## config.mk

```make
export PLATFORM = sky130hd
export DESIGN_NAME = iir_sos_sequencer
export DESIGN_NICKNAME = d
export VERILOG_FILES = /design/src/rtl/iir_sos_sequencer.sv
export SDC_FILE = /design/constraint.sdc
export NUM_CORES = 1
export LEC_CHECK = 0
export ABC_AREA = 0
export CORE_MARGIN = 8
export CORE_UTILIZATION = 35
export DETAILED_ROUTE_END_ITERATION = 16
export PLACE_DENSITY = 0.8
export RECOVER_POWER = 100
export SLEW_MARGIN = 20
export SYNTH_ARGS = -nofsm -noshare
export SYNTH_HDL_FRONTEND = slang
export SYNTH_SLANG_ARGS = --single-unit
export TNS_END_PERCENT = 5
```

## constraint.sdc

```tcl
create_clock -name CLK_en -period 1.6 [get_ports CLK_en]
set_clock_uncertainty 0.05 [all_clocks]
set_input_delay 0.32 -clock CLK_en [delete_from_list [all_inputs] [get_ports CLK_en]]
set_output_delay 0.32 -clock CLK_en [all_outputs]
set_load 0.05 [all_outputs]
```

## src/rtl/iir_sos_sequencer.sv

```systemverilog
// Sequencer for a time-multiplexed cascade of IIR second-order sections.
// Optional sticky datapath-overflow tracking is built when IIR_SEQ_OVF_EN is defined.
module iir_sos_sequencer #(
  parameter int unsigned NO_SOS = 4,
  parameter int unsigned WX     = 10,
  parameter int unsigned WY     = 26,
  parameter int unsigned IDXW   = 2
) (
  input  logic            CLK_en,
  input  logic            RESET,
  input  logic            in_valid,
  output logic            in_ready,
  input  logic [WX-1:0]   in_data,
  output logic [WX-1:0]   smp_data,
  output logic [IDXW-1:0] sos_idx,
  output logic            sel_ext,
  output logic            stage_en,
  input  logic [WY-1:0]   dp_result,
  input  logic            dp_overflow,
  output logic            out_valid,
  input  logic            out_ready,
  output logic [WY-1:0]   out_data,
  output logic            out_overflow,
  output logic            busy
);

  localparam logic [IDXW-1:0] LAST_IDX = IDXW'(NO_SOS - 1);

  typedef enum logic [1:0] {
    ST_IDLE = 2'd0,
    ST_RUN  = 2'd1,
    ST_HOLD = 2'd2
  } state_t;

  state_t          r_state;
  state_t          w_state_nxt;
  logic [IDXW-1:0] r_cnt;
  logic [IDXW-1:0] w_cnt_nxt;
  logic [WX-1:0]   r_smp;
  logic [WX-1:0]   w_smp_nxt;
  logic [WY-1:0]   r_out_data;
  logic [WY-1:0]   w_out_data_nxt;
  logic            r_out_valid;
  logic            w_out_valid_nxt;
  logic            w_capture;
  logic            w_accept;
  logic            w_run;

  assign w_run = (r_state == ST_RUN);

  // Control outputs decode the current state and are forced quiet while reset is held.
  assign in_ready = RESET && (r_state == ST_IDLE);
  assign busy     = RESET && (r_state != ST_IDLE);
  assign stage_en = RESET && w_run;
  assign sel_ext  = !RESET || (r_cnt == IDXW'(0));

  assign sos_idx   = r_cnt;
  assign smp_data  = r_smp;
  assign out_data  = r_out_data;
  assign out_valid = r_out_valid;

  // Next-state and next-register logic.
  always_comb begin
    w_state_nxt     = r_state;
    w_cnt_nxt       = r_cnt;
    w_smp_nxt       = r_smp;
    w_out_data_nxt  = r_out_data;
    w_out_valid_nxt = r_out_valid && !out_ready;
    w_capture       = 1'b0;
    w_accept        = 1'b0;

    case (r_state)
      ST_IDLE: begin
        if (in_valid) begin
          w_accept    = 1'b1;
          w_smp_nxt   = in_data;
          w_cnt_nxt   = IDXW'(0);
          w_state_nxt = ST_RUN;
        end
      end
      ST_RUN: begin
        if (r_cnt != LAST_IDX) begin
          w_cnt_nxt = r_cnt + IDXW'(1);
        end else if (!r_out_valid || out_ready) begin
          w_capture   = 1'b1;
          w_cnt_nxt   = IDXW'(0);
          w_state_nxt = ST_IDLE;
        end else begin
          w_state_nxt = ST_HOLD;
        end
      end
      ST_HOLD: begin
        if (out_ready) begin
          w_capture   = 1'b1;
          w_cnt_nxt   = IDXW'(0);
          w_state_nxt = ST_IDLE;
        end
      end
      default: begin
        w_cnt_nxt   = IDXW'(0);
        w_state_nxt = ST_IDLE;
      end
    endcase

    if (w_capture) begin
      w_out_data_nxt  = dp_result;
      w_out_valid_nxt = 1'b1;
    end
  end

  always_ff @(posedge CLK_en) begin
    if (!RESET) begin
      r_state     <= ST_IDLE;
      r_cnt       <= IDXW'(0);
      r_smp       <= WX'(0);
      r_out_data  <= WY'(0);
      r_out_valid <= 1'b0;
    end else begin
      r_state     <= w_state_nxt;
      r_cnt       <= w_cnt_nxt;
      r_smp       <= w_smp_nxt;
      r_out_data  <= w_out_data_nxt;
      r_out_valid <= w_out_valid_nxt;
    end
  end

`ifdef IIR_SEQ_OVF_EN
  logic r_sticky;
  logic r_out_ovf;
  logic w_sticky_acc;

  // The last section's overflow arrives in the capture cycle itself, so fold it in before copying.
  assign w_sticky_acc = r_sticky || (w_run && dp_overflow);
  assign out_overflow = r_out_ovf;

  always_ff @(posedge CLK_en) begin
    if (!RESET) begin
      r_sticky  <= 1'b0;
      r_out_ovf <= 1'b0;
    end else begin
      if (w_accept) begin
        r_sticky <= 1'b0;
      end else begin
        r_sticky <= w_sticky_acc;
      end
      if (w_capture) begin
        r_out_ovf <= w_sticky_acc;
      end
    end
  end
`else
  logic w_unused_ovf;

  assign w_unused_ovf = dp_overflow ^ w_accept;
  assign out_overflow = 1'b0;
`endif

endmodule

```

Figure 1. Zoomed window (run 1).
Region (50, 8) to (75, 33) µm. Cells in gray, sequential cells in the stronger gray; small squares are vias.
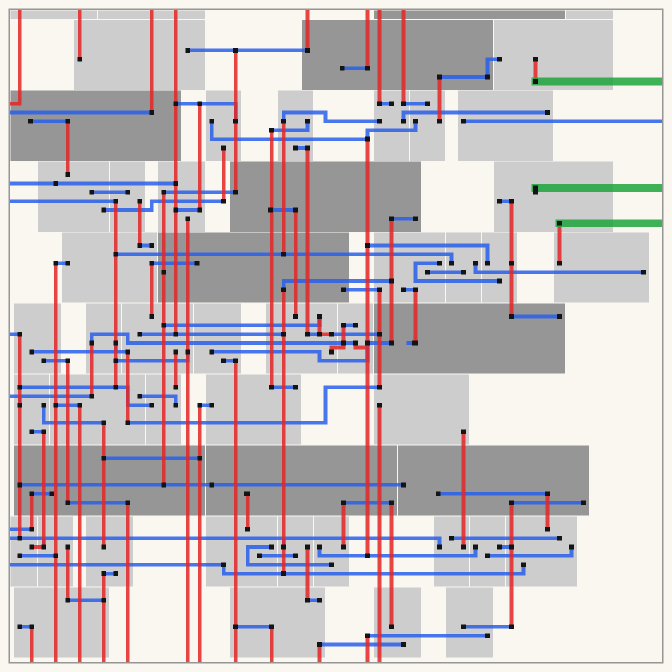
Blue stands for met1. Green stands for met3. Red stands for met2.
47 logic cells have their middle in the window. Sequential cells in the window: 8. Most frequent: nand2_1 (16), clkdlybuf4s50_1 (8), dfxtp_1 (8). Netlist names of flops here include smp_data (8).

Figure 2. Track usage over the die (run 1).
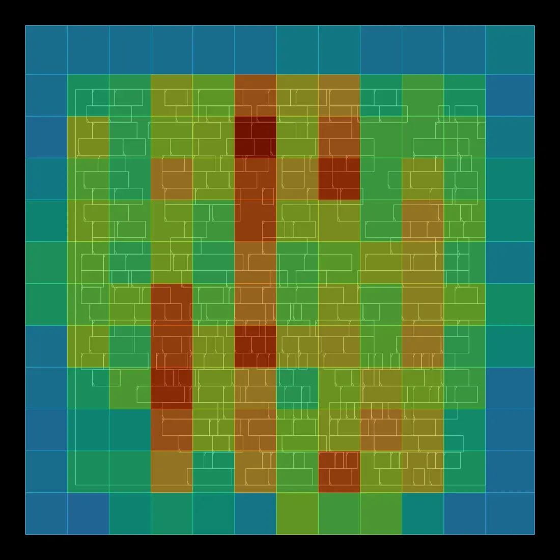
GR Util met2: 0.2428
met3 Resource Use GR: 0.04980
GRT Util Overall: 0.1374

Figure 3. Where the registers sit (run 1).
Other sequential cells in the stronger gray, the rest of the logic in the fainter gray.
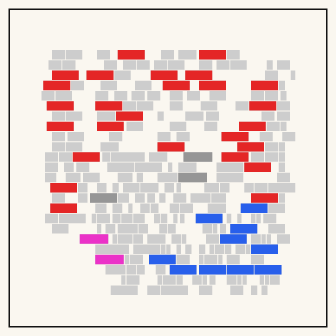
Magenta stands for r_state, flops 2. Blue stands for smp_data, flops 10. Red stands for out_data, flops 26.
Another 3 sequential cells are not colored.
Seq. cell area: 825.8 µm²
Seq area share: 0.2960
Util after Layout: 0.6321
seq pwr: 0.00109 W

==> GITHUB_STEP_SUMMARY, run 1 <==
### Flow metrics

| Metric | Value |
|---|---|
| Synth warnings | `0` |
| Ys cells | `~150` |
| Placed insts | `slightly below 300` |
| Max Fclk | `between 0.6 and 0.7 GHz` |
| Die Size | `about 7000 µm²` |
| Final Worst Setup Slack | `-0.01510 ns` |
| Period minus WS final | `about 1.6 ns` |
| Cell Area, Synth | `roughly 1600 µm²` |
| Post-Synthesis Cells | `~150` |
| ANT cells | `0` |
| Ports | `roughly 85` |
| Endpoints failing setup | `2` |
| Top cells by area | `dfxtp_1 (51%), a32o_1 (16%), nand2_1 (6.3%)` |
| Most frequent cells after synthesis | `dfxtp_1 (41), nand2_1 (27), a32o_1 (26)` |
| Total number of vias | `about 1500` |
| Failing checks | `setup timing` |
| Worst-Margin Slew | `between 0.5 and 0.6 ns` |
| # clock sinks | `between 40 and 50` |
| Drt drc | `0` |
| Nature of the critical path startpoint | `flop` |
| Fin nets | `294` |
| Max-cap violations | `0` |
| WP data arrival | `between 1 and 1.5 ns` |
| Status | `finished with violations` |
| Share of cells above drive strength 1 | `0.2782` |
| Row cnt | `24` |
| Global-route wire length before repair | `7886 µm` |
## run 1: routing by layer
layer / vias to the layer above / share of wire / track usage
li1: 745 / - / -
met1: 696 / 0.39 / 0.1425
met2: 54 / 0.52 / 0.2428
met3: 7 / 0.072 / 0.04980
met4: 0 / 0.016 / 0.05651
met5: - / 0 / 0
## run 1: registers in the layout, indices dropped and copies added, names as in the netlist
| register | count |
|---|---|
| out_data | 26 |
| out_valid | 1 |
| sos_idx | 2 |
| smp_data | 10 |
| r_state | 2 |
## run 1: per-stage QoR
step           setup WS, ns  power, W  hold slack, ns  TNS (ns)
3_5_place_dp        -0.1197  0.001891          0.4098    -1.758
4_1_cts            -0.02674  0.002718          0.4210  -0.06087
5_1_grt            -0.05214  0.002786          0.4537   -0.2609
3_3_place_gp        -0.1053  0.001878          0.4009    -1.476
2_1_floorplan       -0.1220  0.001513          0.3958    -2.439
6_report           -0.01510  0.002654          0.4166  -0.02662
## run 1: worst max-delay path, delay by kind of cell, from the launching register on
family        cells  cell delay (ns)
flops             1             0.34
fa+ha+maj         1             0.18
simple gates      1             0.14
buf+inv           3             0.30
## run 1: cell families (layout without fill, tap and decap cells)
family	Yosys count	count (layout)	synth area share
buffers and inverters	17	113	0.06114
DFF	41	41	0.5077
AOI/OAI and AO/OA	41	41	0.2353
muxes	4	4	0.02477
adders and majority gates	6	6	0.04644
and+or+nand+nor	42	42	0.1223
other	1	1	0.002320
## run 1: layout make-up
class / count / area (µm²)
timing repair buffer: 100 / 1027
multi-input combinational: 94 / 752.0
clock inverter: 1 / 5.005
sequential: 41 / 825.8
clock buffer: 7 / 96.34
fill: 394 / 1624
inverter: 5 / 18.77
tap: 52 / 65.06
## run 1: cell usage in the layout, fill, tap and decap left out, types with 2 or more instances in the layout
| cell | n |
|---|---|
| clkdlybuf4s50_1 | 38 |
| dfxtp_1 | 37 |
| nand2_1 | 26 |
| a32o_1 | 26 |
| dlymetal6s2s_1 | 19 |
| clkbuf_2 | 17 |
| buf_4 | 12 |
| a21boi_0 | 10 |
| buf_12 | 9 |
| clkbuf_8 | 7 |
| inv_2 | 4 |
| mux2i_1 | 4 |
| ha_2 | 4 |
| buf_6 | 4 |
| dfxtp_2 | 4 |
| nand2b_1 | 3 |
| nand3_1 | 3 |
| nor2b_1 | 2 |
| ha_4 | 2 |
## run 1: path summary, 6_finish.rpt
| path | start | end | slack [ns] | cells after the start |
|---|---|---|---|---|
| worst max-delay path | r_state[1] | busy | -0.02 | 5 |
| worst min-delay path | smp_data[8] | smp_data[8] | 0.42 | 2 |
| worst max register to register | r_state[1] | out_data[23] | 0.04 | 6 |
| worst min register to register | smp_data[8] | smp_data[8] | 0.42 | 2 |
## run 1: what timing repair did
item                                    CTS  global route
endpoints found under the setup margin   29            30
resized                                  19             4
buffers inserted                          3             0
hold endpoints to repair                  0             0
pin swaps                                 0             0
hold buffers                              0             0
## run 1: where the power goes
part | internal, W | switching, W
Combinational | 0.000383 | 0.000438
Clock | 0.000390 | 0.000349
Sequential | 0.00107 | 0.0000265
Figure 4. Wiring by layer (run 1).
Only two layers are drawn.
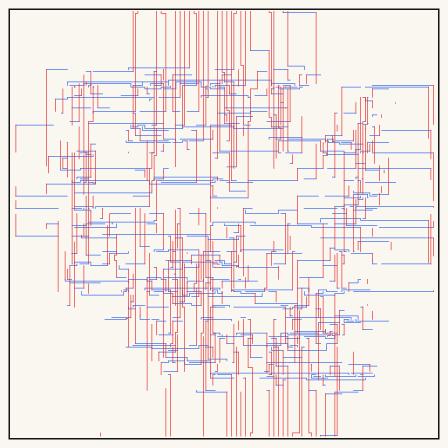

==> run 2, diff against run 1 <==
--- a/config.mk
+++ b/config.mk
@@ -9,6 +9,7 @@
 export CORE_MARGIN = 8
 export CORE_UTILIZATION = 35
 export DETAILED_ROUTE_END_ITERATION = 16
+export GPL_TIMING_DRIVEN = 0
 export PLACE_DENSITY = 0.8
 export RECOVER_POWER = 100
 export SLEW_MARGIN = 20
Figure 5. Wiring by layer (run 2).
Only two layers are drawn.
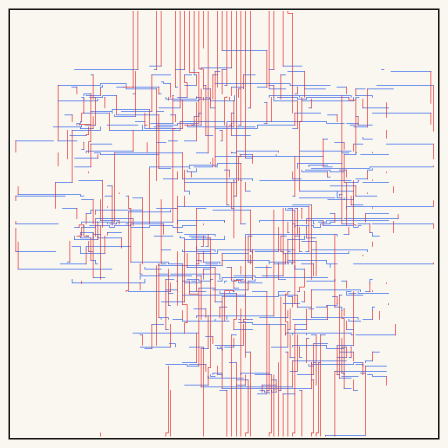
Blue stands for met1, wire length 1960 µm. Red stands for met2, wire length 2130 µm.

==> run 2 against run 1 <==
The flow still finishes with violations (setup timing). Utilization is 3.7 points lower. First-iteration DRC count is 36% higher. Routed wire length is 5.0% lower. Synthesized area stayed put. Cell area is 5.8% lower. Sequential share of layout area is 1.9 points higher. Total power is 8.9% lower. Sequential cell count stayed put. Setup slack worse by 0.052 ns. Non-clock buffer count is 2 lower.
==> GITHUB_STEP_SUMMARY, run 2 <==
### Flow metrics

| Metric | Value |
|---|---|
| GRT Util Overall | `0.1261 (-0.01129)` |
| Setup_tns | `-1.297 ns (-1.270 ns)` |
| Max-cap violations | `0 (unchanged)` |
| Row cnt | `24 (unchanged)` |
| Synth Flop Type | `dfxtp_1` |
| Sw Pwr | `0.0007700 W (-5.3%)` |
| Logic family by area | `AND-OR/OR-AND gates` |
| Ys cells | `152 (unchanged)` |
| Die Size | `7049 µm² (unchanged)` |
| Share of cells above drive strength 1 | `0.1557 (-0.1225)` |
| Seq pwr share | `0.456 (+0.044)` |
| Failing checks | `setup timing` |
| Worst-path clk slew | `~0.080 ns` |
| Endpoints failing setup | `23 (+21)` |
| Most frequent cells after synthesis | `dfxtp_1 (41), nand2_1 (27), a32o_1 (26)` |
| Combinational fraction of design power | `0.287 (-0.022)` |
| Adders+Majority by Area | `0.04644 (unchanged)` |
| Total number of vias | `1468 (-2.3%)` |
| XORs/XNORs by Area | `0 (unchanged)` |
| Fill cells | `404 (+2.5%)` |
| Max Fclk | `0.5997 GHz (-3.1%)` |
| Status | `finished with violations` |
| Synth warnings | `0 (unchanged)` |
| Pint | `0.001648 W (-10%)` |
| WP data arrival | `1.79 ns (+0.54 ns)` |
| Reg-to-reg setup timing slack | `-0.07 ns (-0.11 ns)` |
| Most frequent cells in the layout | `clkdlybuf4s50_1 (37), dfxtp_1 (37), dlygate4sd2_1 (36)` |
| Simple-Gate Fraction of Synth Area | `0.1223 (unchanged)` |
| ANT cells | `0 (unchanged)` |
| Top cells by area | `dfxtp_1 (51%), a32o_1 (16%), nand2_1 (6.3%)` |
| Die H | `83.96 µm` |
| # clock sinks | `41 (unchanged)` |
| Cell Area, Synth | `1617 µm² (unchanged)` |
| Area fraction in compound gates | `0.2353 (unchanged)` |
| Final Worst Setup Slack | `-0.06742 ns (-0.05232 ns)` |
| Ports | `85 (unchanged)` |
| Final Power | `0.002418 W (-8.9%)` |
| Post-Synthesis Cells | `152 (unchanged)` |
| Global-route wire length before repair | `7245 µm (-8.1%)` |
| Clock Power Share | `0.257 (-0.021)` |
| Fin nets | `292 (-0.68%)` |
| Drt drc | `0 (unchanged)` |
| Mux cell area share after synthesis | `0.02477 (unchanged)` |
| Net Sw Frac | `0.3185 (+0.01216)` |
| Core ar. | `4414 µm²` |
Figure 6. Track usage over the die (run 2).
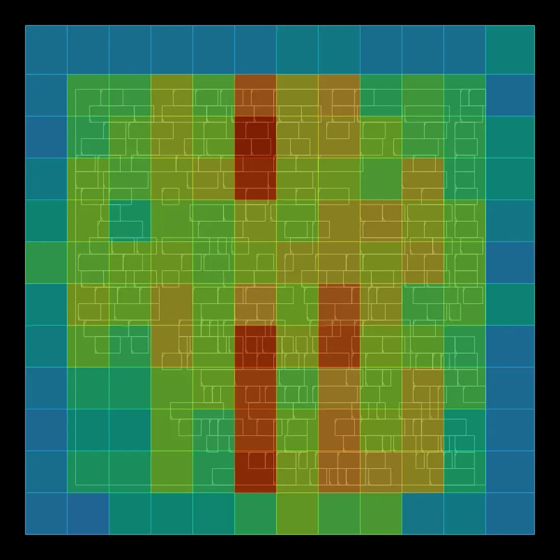
Routed wire per std cell: 15.37 µm
met3 Resource Use GR: 0.05859
Util after Layout: 0.5955
Global Route met1 Usage: 0.1453

-- run 2: cell counts after synthesis --
No cell type changed its count.
-- run 2: cells by family (layout without fill, tap and decap cells) --
kind of cell             count (synthesis)  in the layout
AND/OR/NAND/NOR                         42             42
AND-OR/OR-AND                           41             41
flip-flops                              41             41
buffers and inverters                   17            109
adder cells (fa/ha/maj)                  6              6
multiplexers                             4              4
other                                    1              1
-- run 2: cell type report --
cell class / instances / area (µm²) / area share
Sequential cell: 41 / 828.3 / 0.3151
Multi-Input combinational cell: 94 / 732.0 / 0.2784
Clock buffer: 5 / 68.82 / 0.02618
Inverter: 5 / 18.77 / 0.007139
Buffer: 11 / 103.9 / 0.03951
Timing Repair Buffer: 87 / 807.0 / 0.3070
Tap cell: 52 / 65.06 / 0.02475
Clock inverter: 1 / 5.005 / 0.001904
-- run 2: critical path, cell delays in order, from the launching register on --
cell	delay (ns)
dfxtp_2	0.35
inv_2	0.06
ha_4	0.17
and3b_2	0.22
o2111a_1	0.24
buf_6	0.14
buf_8	0.13
a32o_1	0.20
-- run 2: repair_timing --
item / 4_1_cts / 5_1_grt
buffers inserted: 2 / 3
gates resized: 77 / 15
pin swaps: 0 / 1
endpoints found under the setup margin: 68 / 39
hold buffers: 0 / 0
-- run 2: per-stage QoR --
stage	cell area (µm²)	instances	setup slack (ns)	hold WS, ns
2_1_floorplan	1622	152	-0.1220	0.3958
3_3_place_gp	2507	286	-1.194	0.4000
3_5_place_dp	2507	286	-1.175	0.4060
4_1_cts	2584	294	-0.1404	0.4129
5_1_grt	2629	296	-0.1133	0.4240
6_report	2629	296	-0.06742	0.4081
-- run 2: power groups by stage --
stage	combinational, W	sequential, W	clock [W]
CTS	0.000666	0.00110	0.000639
global route	0.000743	0.00111	0.000700
global placement	0.000649	0.00112	0
floorplan	0.000276	0.00124	0
detailed placement	0.000657	0.00112	0
finish	0.000694	0.00110	0.000621
-- run 2: worst paths after layout --
check | from | end | cells after the start
worst max register to register | r_state[1] | out_data[14] | 7
worst min register to register | smp_data[8] | smp_data[8] | 2
worst max-delay path | r_state[1] | out_data[14] | 7
worst min-delay path | smp_data[8] | smp_data[8] | 2
-- run 2: per-layer routing --
| metal | global-route usage | vias up | part of all wire |
|---|---|---|---|
| li1 | - | 739 | - |
| met1 | 0.1453 | 667 | 0.43 |
| met2 | 0.1951 | 55 | 0.47 |
| met3 | 0.05859 | 7 | 0.084 |
| met4 | 0.05338 | 0 | 0.019 |
| met5 | 0 | - | 0 |
Power figures rest on the tool's default switching activity, not on a simulated workload.
